===== src/rtl/dial_monitor.sv =====
// Letter-dial position monitor: integrates stepper phase events into an absolute step
// count and reports the decoded dial position/character once the controller settles idle.
// Optional macro DIAL_MON_SYNC_EN selects two-flop input synchronizers (default: one register).
module dial_monitor #(
    parameter int SETTLE_CYC = 4
) (
    input  logic       sys_clk,
    input  logic       reset_n,
    input  logic [3:0] motor_drv,
    input  logic       ready,
    output logic [6:0] ascii_out,
    output logic [4:0] pos,
    output logic       valid,
    output logic       err
);

    localparam int CW = (SETTLE_CYC > 1) ? $clog2(SETTLE_CYC) : 1;
    localparam logic [CW-1:0] SETTLE_LAST = CW'(SETTLE_CYC - 1);

    typedef enum logic [1:0] {IDLE, MOVING, SETTLE, REPORT} state_t;

    // Returns {char_err, ascii} for a dial position; 27/28 are blank, unused slots.
    function automatic logic [7:0] char_map(input logic [4:0] p);
        logic [7:0] r;
        case (p)
            5'd0:          r = {1'b0, 7'h20};
            5'd27, 5'd28:  r = {1'b1, 7'h20};
            5'd29:         r = {1'b0, 7'h2C};
            5'd30:         r = {1'b0, 7'h2E};
            5'd31:         r = {1'b0, 7'h3F};
            default:       r = {1'b0, 7'h60 + {2'b00, p}};
        endcase
        return r;
    endfunction

    logic [3:0] drv_s;
    logic       rdy_s;

`ifdef DIAL_MON_SYNC_EN
    logic [3:0] drv_meta_q, drv_sync_q;
    logic       rdy_meta_q, rdy_sync_q;

    // Two-flop synchronizers; ready resets high so reset never looks like a move start.
    always_ff @(posedge sys_clk or negedge reset_n) begin
        if (!reset_n) begin
            drv_meta_q <= 4'b0000;
            drv_sync_q <= 4'b0000;
            rdy_meta_q <= 1'b1;
            rdy_sync_q <= 1'b1;
        end else begin
            drv_meta_q <= motor_drv;
            drv_sync_q <= drv_meta_q;
            rdy_meta_q <= ready;
            rdy_sync_q <= rdy_meta_q;
        end
    end
`else
    logic [3:0] drv_sync_q;
    logic       rdy_sync_q;

    // Single input register; ready resets high so reset never looks like a move start.
    always_ff @(posedge sys_clk or negedge reset_n) begin
        if (!reset_n) begin
            drv_sync_q <= 4'b0000;
            rdy_sync_q <= 1'b1;
        end else begin
            drv_sync_q <= motor_drv;
            rdy_sync_q <= ready;
        end
    end
`endif

    assign drv_s = drv_sync_q;
    assign rdy_s = rdy_sync_q;

    state_t          state_q, state_d;
    logic [CW-1:0]   settle_q, settle_d;
    logic [7:0]      step_cnt_q, step_cnt_d;
    logic [3:0]      last_ph_q, last_ph_d;
    logic [3:0]      drv_prev_q, drv_prev_d;
    logic [6:0]      ascii_q, ascii_d;
    logic [4:0]      pos_q, pos_d;
    logic            valid_q, valid_d;
    logic            err_q, err_d;

    logic            step_ev_s, one_hot_s, bad_step_s, err_set_s;
    logic [3:0]      ph_fwd_s, ph_rev_s;
    logic [2:0]      grp_s;
    logic [4:0]      rem_s;
    logic [1:0]      sub_s;
    logic [4:0]      dec_pos_s;
    logic [6:0]      dec_ascii_s;
    logic            char_err_s, aligned_s;

    assign step_ev_s = (drv_s != 4'b0000) && (drv_s != drv_prev_q);
    assign one_hot_s = (drv_s != 4'b0000) && ((drv_s & (drv_s - 4'd1)) == 4'b0000);
    assign ph_fwd_s  = {last_ph_q[2:0], last_ph_q[3]};
    assign ph_rev_s  = {last_ph_q[0], last_ph_q[3:1]};

    // Dial geometry: 25 steps per group of four letters (6,6,6,7).
    always_comb begin
        grp_s = 3'(step_cnt_q / 8'd25);
        rem_s = 5'(step_cnt_q % 8'd25);
        if (rem_s >= 5'd18) begin
            sub_s = 2'd3;
        end else if (rem_s >= 5'd12) begin
            sub_s = 2'd2;
        end else if (rem_s >= 5'd6) begin
            sub_s = 2'd1;
        end else begin
            sub_s = 2'd0;
        end
        dec_pos_s = {grp_s, sub_s};
        aligned_s = (rem_s == 5'd0) || (rem_s == 5'd6) || (rem_s == 5'd12) || (rem_s == 5'd18);
        {char_err_s, dec_ascii_s} = char_map(dec_pos_s);
    end

    // Next-state logic: step integration plus the settle/report sequencer.
    always_comb begin
        state_d    = state_q;
        settle_d   = settle_q;
        step_cnt_d = step_cnt_q;
        last_ph_d  = last_ph_q;
        drv_prev_d = drv_s;
        ascii_d    = ascii_q;
        pos_d      = pos_q;
        valid_d    = 1'b0;
        err_d      = err_q;
        bad_step_s = 1'b0;

        if (step_ev_s) begin
            if (drv_s == ph_fwd_s) begin
                step_cnt_d = (step_cnt_q == 8'd199) ? 8'd0 : step_cnt_q + 8'd1;
                last_ph_d  = drv_s;
            end else if (drv_s == ph_rev_s) begin
                step_cnt_d = (step_cnt_q == 8'd0) ? 8'd199 : step_cnt_q - 8'd1;
                last_ph_d  = drv_s;
            end else begin
                bad_step_s = 1'b1;
                last_ph_d  = one_hot_s ? drv_s : last_ph_q;
            end
        end else begin
            bad_step_s = 1'b0;
        end

        // A step seen while idle with ready still high had no move announced.
        err_set_s = bad_step_s || (step_ev_s && (state_q == IDLE) && rdy_s);

        case (state_q)
            IDLE: begin
                if (!rdy_s) begin
                    state_d = MOVING;
                    err_d   = bad_step_s;
                end else begin
                    err_d   = err_q || err_set_s;
                end
            end
            MOVING: begin
                err_d = err_q || err_set_s;
                if (rdy_s) begin
                    state_d  = SETTLE;
                    settle_d = '0;
                end else begin
                    state_d  = MOVING;
                end
            end
            SETTLE: begin
                err_d = err_q || err_set_s;
                if (step_ev_s || !rdy_s) begin
                    state_d = MOVING;
                end else if (settle_q == SETTLE_LAST) begin
                    state_d = REPORT;
                    valid_d = 1'b1;
                    pos_d   = dec_pos_s;
                    ascii_d = dec_ascii_s;
                    err_d   = err_q || !aligned_s || char_err_s;
                end else begin
                    settle_d = settle_q + CW'(1);
                end
            end
            REPORT: begin
                err_d   = err_q || err_set_s;
                state_d = IDLE;
            end
            default: begin
                state_d = IDLE;
            end
        endcase
    end

    // State and registered outputs.
    always_ff @(posedge sys_clk or negedge reset_n) begin
        if (!reset_n) begin
            state_q    <= IDLE;
            settle_q   <= '0;
            step_cnt_q <= 8'd0;
            last_ph_q  <= 4'b1000;
            drv_prev_q <= 4'b0000;
            ascii_q    <= 7'h20;
            pos_q      <= 5'd0;
            valid_q    <= 1'b0;
            err_q      <= 1'b0;
        end else begin
            state_q    <= state_d;
            settle_q   <= settle_d;
            step_cnt_q <= step_cnt_d;
            last_ph_q  <= last_ph_d;
            drv_prev_q <= drv_prev_d;
            ascii_q    <= ascii_d;
            pos_q      <= pos_d;
            valid_q    <= valid_d;
            err_q      <= err_d;
        end
    end

    assign ascii_out = ascii_q;
    assign pos       = pos_q;
    assign valid     = valid_q;
    assign err       = err_q;

endmodule

===== config.mk =====
export PLATFORM = sky130hd
export DESIGN_NAME = dial_monitor
export DESIGN_NICKNAME = d
export VERILOG_FILES = /design/src/rtl/dial_monitor.sv
export SDC_FILE = /design/constraint.sdc
export NUM_CORES = 1
export LEC_CHECK = 0
export CORE_UTILIZATION = 45
export DETAILED_ROUTE_END_ITERATION = 16
export GPL_ROUTABILITY_DRIVEN = 0
export PLACE_DENSITY_LB_ADDON = 0.05
export SYNTH_ARGS = -nofsm -noshare
export SYNTH_HDL_FRONTEND = slang
export SYNTH_SLANG_ARGS = --single-unit

===== constraint.sdc =====
create_clock -name sys_clk -period 12.25 [get_ports sys_clk]
set_clock_uncertainty 0.1 [all_clocks]
set_input_delay 2.45 -clock sys_clk [delete_from_list [all_inputs] [get_ports sys_clk]]
set_output_delay 2.45 -clock sys_clk [all_outputs]
set_load 0.02 [all_outputs]

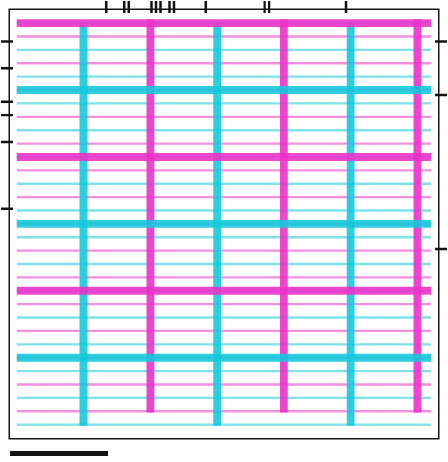
Run 1: supply network
Scale bar: 20 um. Pins as bars on the die edge.
[VSS] cyan
[VDD] magenta
met1 rails: 31
signal pins: 21
rows: 30
Die X: 86.99 um
die boundary height: 86.99 um
Core ar.: 6869 um2

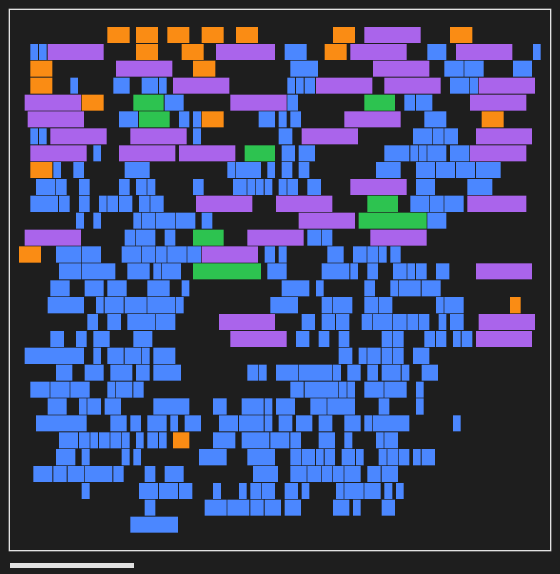
Run 1: placement by cell class
Scale bar: 20 um.
[other buffers and delay cells] orange | cells: 20
[clock drivers and dummy loads] green | cells: 8
[combinational and other logic] blue | cells: 318
[flops] purple | cells: 38

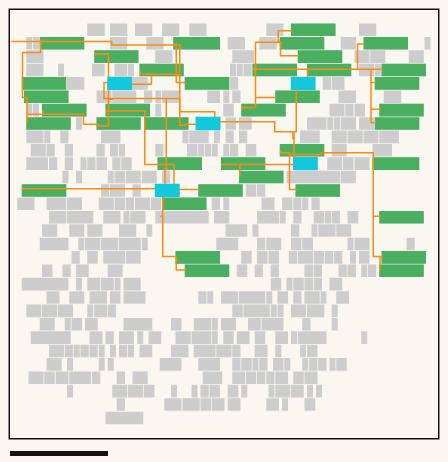
Run 1: clock distribution
Scale bar: 20 um.
[clock drivers] cyan | count: 5
[clock wires] orange | length: 486 um
[flip-flops] green | count: 38
routed clock nets: 6

==> run 1: worst max path at each step <==
stage	to	slack (ps)	cells after the start
2_1_floorplan	err	7350	23
3_3_place_gp	err	6580	21
3_5_place_dp	err	6490	21
4_1_cts	err	6440	21
5_1_grt	ascii_out[1]	5960	21
6_report	err	6380	21
==> run 1: cells in the final DEF (no fill, tap or decap), drive strengths merged, types with 10 or more instances in the layout <==
cell / n
nand2: 39
dfrtp: 36
clkdlybuf4s50: 18
o21ai: 29
xor2: 12
xnor2: 13
nor2: 27
a31oi: 11
a21oi: 19
nor3: 10
inv: 12
==> run 1: synthesized netlist by cell type, types with 4 or more instances <==
| master | count | area share, % |
|---|---|---|
| nand2_1 | 39 | 4.5 |
| dfrtp_1 | 36 | 28 |
| nor2_1 | 27 | 3.1 |
| o21ai_0 | 25 | 3.8 |
| a21oi_1 | 18 | 2.8 |
| xnor2_1 | 13 | 3.5 |
| clkbuf_1 | 12 | 1.4 |
| inv_1 | 11 | 1.3 |
| xor2_1 | 11 | 3.0 |
| a31oi_1 | 10 | 1.9 |
| nor3_1 | 10 | 1.5 |
| ha_1 | 9 | 3.5 |
| nand3_1 | 9 | 1.4 |
| buf_2 | 8 | 1.2 |
| and2_1 | 6 | 1.2 |
| o22ai_1 | 6 | 1.2 |
| a211oi_1 | 5 | 1.2 |
| mux2_2 | 5 | 1.7 |
| mux2i_1 | 5 | 1.5 |
| o21a_1 | 5 | 1.2 |
| o41ai_1 | 5 | 1.3 |
| or3_1 | 5 | 0.96 |
| a21o_1 | 4 | 0.92 |
| a22oi_1 | 4 | 0.92 |
| a32o_1 | 4 | 1.2 |
| buf_4 | 4 | 0.92 |
| nand4_1 | 4 | 0.77 |
| or2_2 | 4 | 0.77 |
==> run_results.csv, run 1 <==
group,metric,value,unit
cells_and_area,comb_area_share,59.38,%
cells_and_area,layout_overhead_on_the_synthesized_area,10.12,%
cells_and_area,fin_area,3580,um2
cells_and_area,logic_area,2126,um2
sta,period_needed,5869,ps
placement,dp.final_hpwl,5697,um
sta,drv_slew,0,
yosys,muxShareOfSynthArea,3.272,%
cells_and_area,largest_class,"multi-input combinational cells",
worst_hold_path,min_delay_endpoint,"pos[4]",
placement,placed_cells,472,
worst_hold_path,worst_hold_path.num_cells,1,
yosys,edf_count,0,
cells_and_area,non_filler_cells_final,480,
sta,finalWorstSetupSlack,6381,ps
setup_path,cpMaxStageDelayCell,"dfrtp_1",
setup_path,critPathBufInv,1,
cells_and_area,antenna_cells,0,
cells_and_area,fillers,659,
detailed_routing,drt_drc_violations_left,0,
cts,clock_sink_count,38,
placement,placement.setup.worst_slack,6487,ps
yosys,synth.cell_area,3251,um2
detailed_routing,routed-wl-met3,452,um
cts,cts_root_buffer,"clkbuf_8",
cells_and_area,nClkBuffers,6,
flow_run,tool_warnings,31,
detailed_routing,detail_route.wl_per_cell,16.09,um
cts,postCtsSetupBuffers,0,
cells_and_area,drive_above_1_share,11.46,%
cts,num_cts_buffers,5,
cts,cts.htree.levels,2,
global_routing,grt_antenna_before_repair,0,
setup_path,reg2regPathDepth,21,
global_routing,grt-busiest-layer,"met2",
worst_hold_path,holdCritStartpoint,"pos[4]",
cells_and_area,clockNetworkAreaShare,3.985,%
yosys,synth_cell_types,80,
yosys,synth_async_sr_flop_share,100.0,%
cells_and_area,design.seq.count,38,
sta,timing.setup.tns,0,ps
sta,grt_setup_unrepaired,"false",
yosys,yosys.area_share.aoi,31.76,%
yosys,synthCells,381,
worst_hold_path,tightest_hold_check_type,"flip-flop to flip-flop",
cells_and_area,finish.net_count,399,
setup_path,timing.rr.start,"step_cnt_q[3]",
cts,cts-resized-gates,0,
detailed_routing,route.met2.wl,3584,um
global_routing,grt_max_degree,39,
setup_path,worst-setup-path-type,"flip-flop to flip-flop",
detailed_routing,drt-initial-drc-count,318,
cells_and_area,finalCoreUtilization,52.11,%
die,rows,30,
cts,clk_transition_reported_paths,80,ps
global_routing,globalRouteMet3Util,3.886,%
yosys,synth.cellmix.adderShare,3.772,%
sta,slew_headroom,39.24,%
global_routing,grt.total_usage,21.52,%
cells_and_area,buffers_excl_clock,20,
setup_path,regToRegSetupSlack,6380,ps
cells_and_area,regMostFlops,"step_cnt_q",
setup_path,crit_arrival,5940,ps
yosys,ys_seq_share,29.33,%
detailed_routing,wl_met1,3649,um
setup_path,crit_path_launch,"step_cnt_q[3]",
global_routing,vias_in_the_first_global_route,2595,
detailed_routing,number_of_vias_in_the_routed_layout,2886,
cts,tritoncts_clock_tree,"yes",
setup_path,required,12320,ps
sta,setup_viol_count_final,0,
global_routing,gr-total-overflow,0,
yosys,synth_area_per_cell,8.532,um2
flow_run,max_cap_viol_count,0,
yosys,ys_sh_simple,19.52,%
die,io-pin-count,21,
yosys,yosys.area_share.xor_xnor,6.967,%
detailed_routing,highest_layer,"met4",
detailed_routing,firstDrtPassIters,5,
global_routing,grt_util_met1,30.47,%
setup_path,rr_endpoint,"err",
sta,timing_hold_violations_final,0,
cts,cts-root-to-sink-buffers,2,
sta,min_period_over_period,47.91,%
setup_path,timing.critical_path.fanout_max,24,
sta,final.hold.worst_slack,384.7,ps
yosys,main_combinational_cell_family_by_area_after_synthesis,"AND-OR/OR-AND gates",
cells_and_area,n_multi_input_combinational_cell,306,
cts,cts_hold_buffers,0,
outcome,status,"completed",
setup_path,worst_path_dominant_cell_family,"AND-OR/OR-AND gates",
cells_and_area,relative_area_of_non_clock_buffer_cells_in_the_final_design,5.383,%
cts,clock.latency.late_pin,290,ps
global_routing,grt_pass1_wl,12930,um
setup_path,critical_path_cell_list,"nor2_1, or3_1, a21o_1, a21oi_1, nor2_1, ha_1, and3b_1, nand4_1, o211ai_2, o21a_1, nor2_1, buf_4, xnor2_1, ha_1, a21boi_0, nand3b_1, a21oi_1, mux2i_1, or3b_2, a21oi_1, o22ai_1",
detailed_routing,ant_nets,0,
cells_and_area,layout.area.seq,953.4,um2
global_routing,met2_usage,34.57,%
setup_path,crit_path_launch_type,"flip-flop",
placement,detailed_place.area,3437,um2
yosys,synth.yosys.warnings,0,
yosys,primary_ff_master_synth,"dfrtp_1",
detailed_routing,totalWireLength,7722,um
cells_and_area,largest_register_ff_count,8,
detailed_routing,route.detailed.vias_per_inst,6.013,
sta,fmaxAchievable,0.1704,GHz
cells_and_area,sequential_portion_of_the_cell_area,26.63,%
die,floorplanUtilization,47.32,%
## Run 2: what changed since run 1
==> constraint.sdc (replaced) <==
create_clock -name sys_clk -period 4.74 [get_ports sys_clk]
set_clock_uncertainty 0.1 [all_clocks]
set_input_delay 0.948 -clock sys_clk [delete_from_list [all_inputs] [get_ports sys_clk]]
set_output_delay 0.948 -clock sys_clk [all_outputs]
set_load 0.02 [all_outputs]
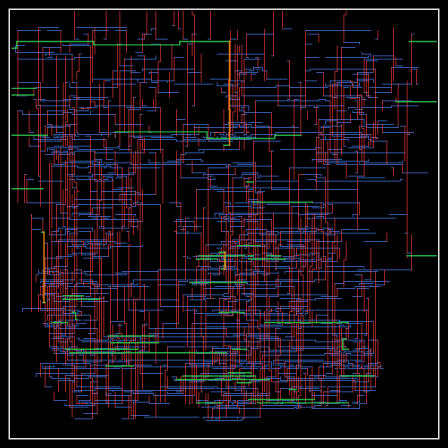
Run 2: signal wires by layer
[metal 1] blue | wire length: 3900 um
[metal 3] green | wire length: 390 um
[metal 4] orange | wire length: 38.8 um
[metal 2] red | wire length: 3970 um

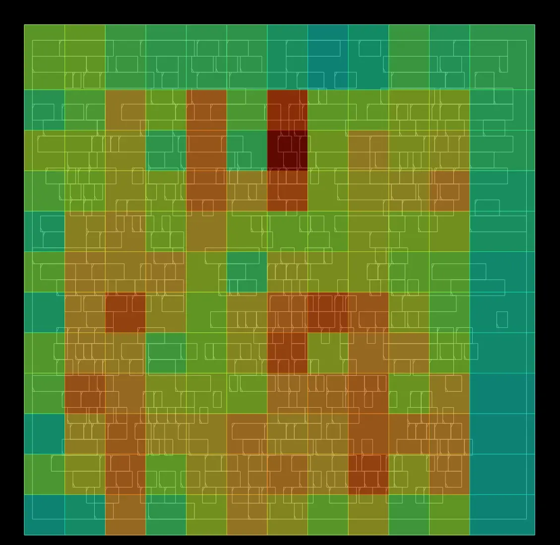
Run 2: routing congestion map
final cell utilization of the core: 53.61%
Global Route met1 Usage: 32.13%
met2 usage: 37.72%
total routing resource utilization after global routing: 22.91%
most utilized layer in the global route result: met2

==> run 2 against run 1 <==
Net effect: die size stayed put; hold slack worse by 2.2 ps; count of clock-buffer cells in the layout stayed put; sequential share of layout area is 0.74 points lower; critical path depth is 2 lower; non-clock buffer count is 16 higher; sequential cell count stayed put; maximum frequency is 31% higher.
==> run_results.csv, run 2 <==
group,metric,value,unit
yosys,ys_seq_share,29.33,%
yosys,ys_cells,381,
die,die_x,86.99,um
cells_and_area,regMostFlops,"step_cnt_q",
global_routing,grt_pass1_wl,13730,um
sta,slew_headroom,44.78,%
cells_and_area,n_multi_input_combinational_cell,306,
setup_path,cpMaxStageDelayCell,"or4b_2",
cells_and_area,finish.net_count,415,
cts,cts.htree.levels,2,
cells_and_area,buffers_excl_clock,36,
setup_path,timing.critical_path.fanout_max,22,
cells_and_area,antenna_cells,0,
setup_path,required,4860,ps
cts,clock_sink_count,38,
setup_path,setup.worst_path.end_class,"flip-flop",
detailed_routing,number_of_vias_in_the_routed_layout,3034,
cts,tritoncts_clock_tree,"yes",
setup_path,crit_path_launch_type,"flip-flop",
detailed_routing,firstDrtPassIters,5,
yosys,synth.yosys.warnings,0,
cells_and_area,drive_above_1_share,16.25,%
die,io-pin-count,21,
global_routing,grt_max_degree,39,
cts,cts_root_buffer,"clkbuf_8",
yosys,netlist.top_cell.by_area,"dfrtp_1",
flow_run,tool_warnings,31,
cells_and_area,layout_overhead_on_the_synthesized_area,13.28,%
cts,cts-root-to-sink-buffers,2,
cells_and_area,layout.area.seq,953.4,um2
sta,setup_viol_count_final,0,
setup_path,critical_path_cell_list,"buf_4, and2b_1, o21ai_0, nor2_1, nor2_1, ha_1, and3b_1, nand4_1, o211ai_2, o21a_1, nor2_2, xnor2_2, ha_2, or4b_2, a32oi_1, o221ai_1, o21ai_0, o211ai_2, a21oi_2",
cts,num_cts_buffers,5,
die,floorplanUtilization,47.32,%
cts,clk_transition_reported_paths,80,ps
cells_and_area,logic_area,2152,um2
global_routing,vias_in_the_first_global_route,2829,
global_routing,gr-total-overflow,0,
worst_hold_path,tightest_hold_check_type,"flip-flop to flip-flop",
setup_path,cp_num_cells,19,
setup_path,reg2regPathDepth,19,
global_routing,grt_antenna_before_repair,0,
detailed_routing,totalWireLength,8305,um
sta,fmaxAchievable,0.2237,GHz
detailed_routing,drt_drc_violations_left,0,
placement,dp.final_hpwl,6064,um
cts,cts_hold_buffers,0,
yosys,synth_async_sr_flop_share,100.0,%
detailed_routing,drt-initial-drc-count,376,
sta,tightestPinTransition,828.3,ps
die,core_area,6869,um2
yosys,synthTopCellsByArea,"dfrtp_1, nand2_1, o21ai_0",
cells_and_area,fillers,666,
detailed_routing,route.detailed.vias_per_inst,6.117,
cells_and_area,layout_top_cell_excl_fill_tap,"nand2_1",
yosys,synth_largest_type_area_fraction,27.71,%
cells_and_area,largest_class,"multi-input combinational cells",
sta,period_needed,4471,ps
placement,port_buffers,19,
cells_and_area,relative_area_of_non_clock_buffer_cells_in_the_final_design,8.597,%
setup_path,critPathBufInv,1,
yosys,common_cells,"nand2_1, dfrtp_1, nor2_1, o21ai_0, a21oi_1",
placement,detailed_place.area,3555,um2
cells_and_area,clockNetworkAreaShare,2.582,%
yosys,mappedNetlistNets,397,
cells_and_area,nClkBuffers,6,
yosys,edf_count,0,
cells_and_area,leading_cell_types_in_the_layout_fill_and_taps_excluded,"nand2_1, dfrtp_1, nor2_1",
worst_hold_path,worst_hold_path.num_cells,1,
sta,min_period_over_period,94.32,%
yosys,postSynthRegisterBits,38,
die,floorplan.tapcells,96,
setup_path,worst-setup-path-type,"flip-flop to flip-flop",
yosys,yosys_chip_area,3251,um2
cts,clock.latency.late_pin,290,ps
cells_and_area,num-nonclk-inverters,12,
sta,timing_hold_violations_final,0,
yosys,primary_ff_master_synth,"dfrtp_1",
yosys,synth.cell_area,3251,um2
cells_and_area,design.seq.count,38,
cells_and_area,largest_register_ff_count,8,
die,die_height,86.99,um
yosys,synthCells,381,
outcome,status,"completed",
detailed_routing,ant_nets,0,
sta,drv_slew,0,
flow_run,max_cap_viol_count,0,
sta,timing.setup.tns,0,ps
yosys,synth_area_per_cell,8.532,um2
yosys,synthMostInstantiatedCell,"nand2_1",
setup_path,worst_path_dominant_cell_family,"AND-OR/OR-AND gates",
detailed_routing,detail_route.wl_per_cell,16.74,um
yosys,synth_cell_types,80,
cells_and_area,comb_area_share,58.44,%
setup_path,crit_arrival,4590,ps
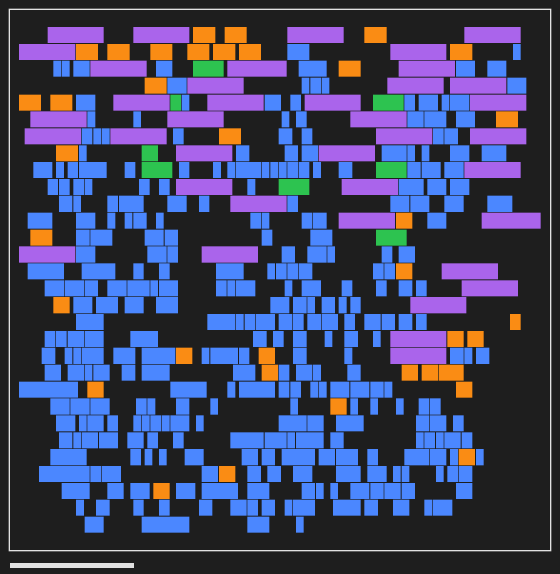
Run 2: placement by cell class
Scale bar: 20 um.
[flops] purple | cells: 38
[other buffers and delay cells] orange | cells: 36
[combinational and other logic] blue | cells: 318
[clock drivers and dummy loads] green | cells: 8
row cnt: 30
sequential portion of the cell area: 25.89%
final cell area excluding filler cells: 3682 um2

[run 2: cell counts after synthesis]
No cell type changed its count.
[run 2: through the flow]
step	hold slack (ps)	std cells	worst slack, ps
after floorplan	251.9	381	1.251
after global placement	362.9	487	289.0
after detailed placement	373.5	487	154.2
after CTS	390.6	495	123.6
after global routing	408.4	496	-2.833
final	382.5	496	269.2
[run 2: path summary, 6_finish.rpt]
check                               from             to  slack, ps
setup / recovery           step_cnt_q[2]   ascii_out[0]        270
hold / removal                    pos[1]         pos[1]        380
setup reg to reg           step_cnt_q[2]   ascii_out[0]        270
hold reg to reg                   pos[1]         pos[1]        380
max in group asynchronous        reset_n         pos[1]       3360
min in group asynchronous        reset_n  step_cnt_q[4]        650
[run 2: layer usage]
metal  wire [um]  track usage (%)
met5           0                0
met4          38            4.242
met3         389            3.318
met2        3974            37.72
met1        3902            32.13
[run 2: cells by family (layout without fill, tap and decap cells)]
kind of cell / count (synthesis) / in the layout / synth area share [%]
other cells: 1 / 1 / 0.1154
compound gates: 133 / 133 / 31.76
flops: 38 / 38 / 29.33
fa+ha+maj: 10 / 10 / 3.772
mux: 10 / 10 / 3.272
buf+inv: 37 / 56 / 5.273
xor+xnor: 25 / 25 / 6.967
simple gates: 127 / 127 / 19.52
[run 2: repair_timing]
item,CTS,global route
hold endpoints to repair,0,0
setup endpoints to repair,0,5
gates resized,0,5
setup buffers,0,1
## Run 3: what changed since run 2
--- a/config.mk
+++ b/config.mk
@@ -5,7 +5,7 @@
 export SDC_FILE = /design/constraint.sdc
 export NUM_CORES = 1
 export LEC_CHECK = 0
-export CORE_UTILIZATION = 45
+export CORE_UTILIZATION = 34
 export DETAILED_ROUTE_END_ITERATION = 16
 export GPL_ROUTABILITY_DRIVEN = 0
 export PLACE_DENSITY_LB_ADDON = 0.05
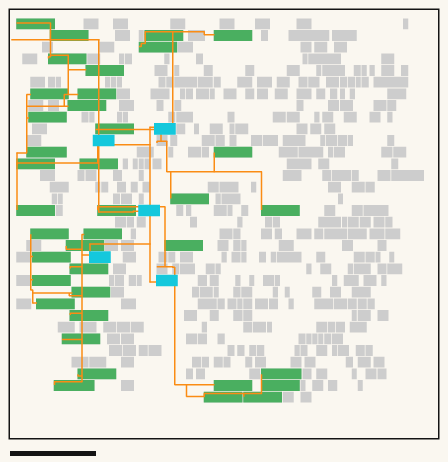
Run 3: clock distribution
Scale bar: 20 um.
[clock wires] orange | length: 557 um
[clock drivers] cyan | count: 5
[flip-flops] green | count: 38
routed clock nets: 6
clock latency on the worst-skew pair: 290 ps

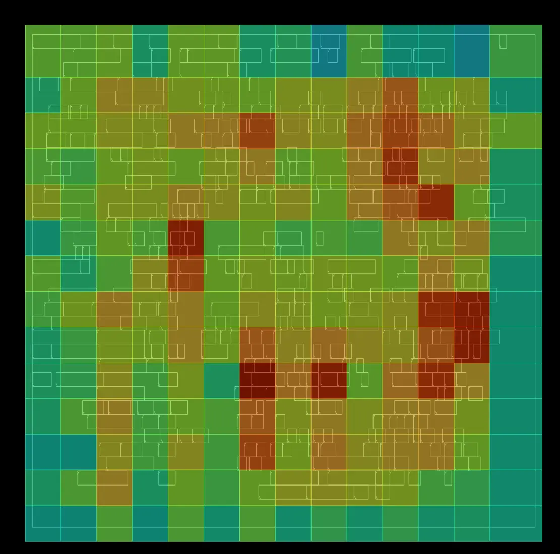
Run 3: routing congestion map
Global Route met1 Usage: 26.30%
total routing resource utilization after global routing: 18.26%
met2 usage: 28.59%
global routing met3 resource utilization: 2.228%
final cell utilization of the core: 40.68%

==> run 3 against run 2 <==
Net effect: count of clock-buffer cells in the layout down 1; highest routed layer unchanged; global-route usage down 4.6 points; hold slack better by 4.8 ps; synthesized area unchanged; sequential cell count unchanged; synthesized cell count unchanged; final area up 2.1%; non-clock buffer count up 4; critical path depth unchanged; register-to-register slack worse by 90 ps; via count down 2.8%.
==> run_results.csv, run 3 <==
group,metric,value,unit
outcome,status,"completed",
setup_path,worst-setup-path-type,"flip-flop to flip-flop",
cts,cts_hold_buffers,0,
cts,clock_sink_count,38,
cells_and_area,fin_area,3759,um2
die,chip_area,9956,um2
yosys,common_cells,"nand2_1, dfrtp_1, nor2_1, o21ai_0, a21oi_1",
detailed_routing,highest_layer,"met4",
detailed_routing,detail_route.wl_per_cell,16.38,um
cells_and_area,regMostFlops,"step_cnt_q",
setup_path,crit_path_launch_type,"flip-flop",
detailed_routing,number_of_vias_in_the_routed_layout,2949,
yosys,edf_count,0,
yosys,synth_cell_types,80,
detailed_routing,wl_met1,4376,um
setup_path,required,4820,ps
sta,finalWorstSetupSlack,181.3,ps
detailed_routing,firstDrtPassIters,4,
cells_and_area,antenna_cells,0,
setup_path,worst_path_dominant_cell_family,"AND-OR/OR-AND gates",
global_routing,vias_in_the_first_global_route,2880,
die,die_height,99.78,um
placement,placed_cells,524,
die,io-pin-count,21,
cells_and_area,drive_above_1_share,17.37,%
yosys,synthMostInstantiatedCell,"nand2_1",
cells_and_area,finish.net_count,419,
cells_and_area,largest_register_ff_count,8,
detailed_routing,drt-initial-drc-count,145,
cells_and_area,layout_top_cell_excl_fill_tap,"nand2_1",
yosys,primary_ff_master_synth,"dfrtp_1",
sta,timing.setup.tns,0,ps
sta,final.hold.worst_slack,387.3,ps
yosys,mappedNetlistNets,397,
yosys,synth_largest_type_area_fraction,27.71,%
worst_hold_path,tightest_hold_check_type,"flip-flop to flip-flop",
yosys,ys_seq_share,29.33,%
die,rows,35,
sta,timing_hold_violations_final,0,
die,floorplanUtilization,35.18,%
flow_run,tool_warnings,31,
detailed_routing,ant_nets,0,
yosys,synthTopCellsByArea,"dfrtp_1, nand2_1, o21ai_0",
yosys,synth.cell_area,3251,um2
setup_path,timing.critical_path.fanout_max,9,
yosys,synth.yosys.warnings,0,
global_routing,grt_pass1_wl,14590,um
cts,cts_root_buffer,"clkbuf_8",
setup_path,critical_path_cell_list,"nor2_1, or3_1, a21o_1, a21oi_1, nor2_1, ha_1, and3b_1, nand4_1, o211ai_2, buf_4, o21ai_4, a22oi_2, o32ai_1, a21oi_4, buf_4, a32o_1, a2111oi_2, o21ai_0, a22o_1",
cells_and_area,layout_overhead_on_the_synthesized_area,15.63,%
yosys,synth_async_sr_flop_share,100.0,%
yosys,netlist.top_cell.by_area,"dfrtp_1",
cells_and_area,non_filler_cells_final,532,
detailed_routing,totalWireLength,8712,um
yosys,ys_cells,381,
setup_path,crit_arrival,4640,ps
placement,detailed_place.area,3626,um2
setup_path,setup.worst_path.end_class,"flip-flop",
sta,fmaxAchievable,0.2194,GHz
sta,tightestPinTransition,875.2,ps
cts,cts-root-to-sink-buffers,2,
yosys,yosys_chip_area,3251,um2
yosys,postSynthRegisterBits,38,
setup_path,critPathBufInv,2,
sta,period_needed,4559,ps
yosys,synth_area_per_cell,8.532,um2
flow_run,max_cap_viol_count,0,
cts,clk_transition_reported_paths,80,ps
die,core_area,9240,um2
placement,port_buffers,19,
detailed_routing,route.met2.wl,3937,um
cells_and_area,leading_cell_types_in_the_layout_fill_and_taps_excluded,"nand2_1, dfrtp_1, nor2_1",
global_routing,gr-total-overflow,0,
placement,dp.final_hpwl,6401,um
sta,slew_headroom,41.65,%
cells_and_area,fillers,936,
sta,min_period_over_period,96.18,%
placement,placement.setup.worst_slack,94.05,ps
global_routing,grt_antenna_before_repair,0,
sta,setup_viol_count_final,0,
cts,cts.htree.levels,2,
detailed_routing,route.detailed.vias_per_inst,5.543,
detailed_routing,drt_drc_violations_left,0,
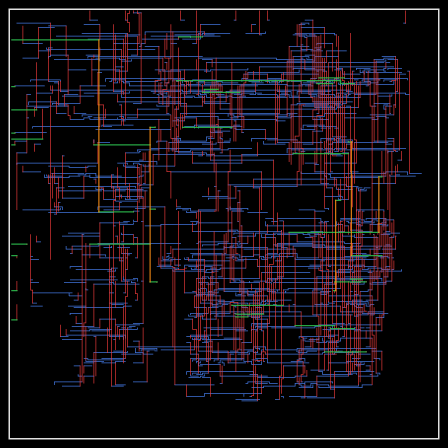
Run 3: signal wires by layer
[metal 1] blue | wire length: 4380 um
[metal 3] green | wire length: 261 um
[metal 4] orange | wire length: 137 um
[metal 2] red | wire length: 3940 um

run 3: worst paths after layout:
check                               from            end  slack (ps)  cells after the start
max reg2reg                step_cnt_q[3]   ascii_out[1]         180                     19
max in group asynchronous        reset_n  step_cnt_q[3]        3260                      1
min reg2reg                 ascii_out[6]   ascii_out[6]         390                      2
max                        step_cnt_q[3]   ascii_out[1]         180                     19
min                         ascii_out[6]   ascii_out[6]         390                      2
min in group asynchronous        reset_n          valid         660                      1
run 3: logic make-up (layout without fill, tap and decap cells):
kind of cell | after synthesis | after routing | share of synthesized area (%)
buf+inv | 37 | 59 | 5.273
xor+xnor | 25 | 25 | 6.967
fa+ha+maj | 10 | 10 | 3.772
flops | 38 | 38 | 29.33
mux | 10 | 10 | 3.272
simple gates | 127 | 127 | 19.52
compound gates | 133 | 133 | 31.76
other cells | 1 | 1 | 0.1154
run 3: area by class of cell:
| class | instances | area, um2 | share of cell area (%) |
|---|---|---|---|
| Inverter | 12 | 45.04 | 1.198 |
| Timing Repair Buffer | 40 | 342.8 | 9.121 |
| Multi-Input combinational cell | 306 | 2171 | 57.76 |
| Tap cell | 129 | 161.4 | 4.294 |
| Clock inverter | 2 | 15.01 | 0.3995 |
| Clock buffer | 5 | 68.82 | 1.831 |
| Sequential cell | 38 | 954.7 | 25.40 |
run 3: timing repair:
item	CTS	global route
resized	0	9
setup buffers	0	1
setup endpoints to repair	0	9
run 3: per-layer routing:
metal	global-route usage, %	vias to the layer above
met3	2.228	13
met1	26.30	1412
met2	28.59	56
li1	-	1468
met4	5.543	0
met5	0	-
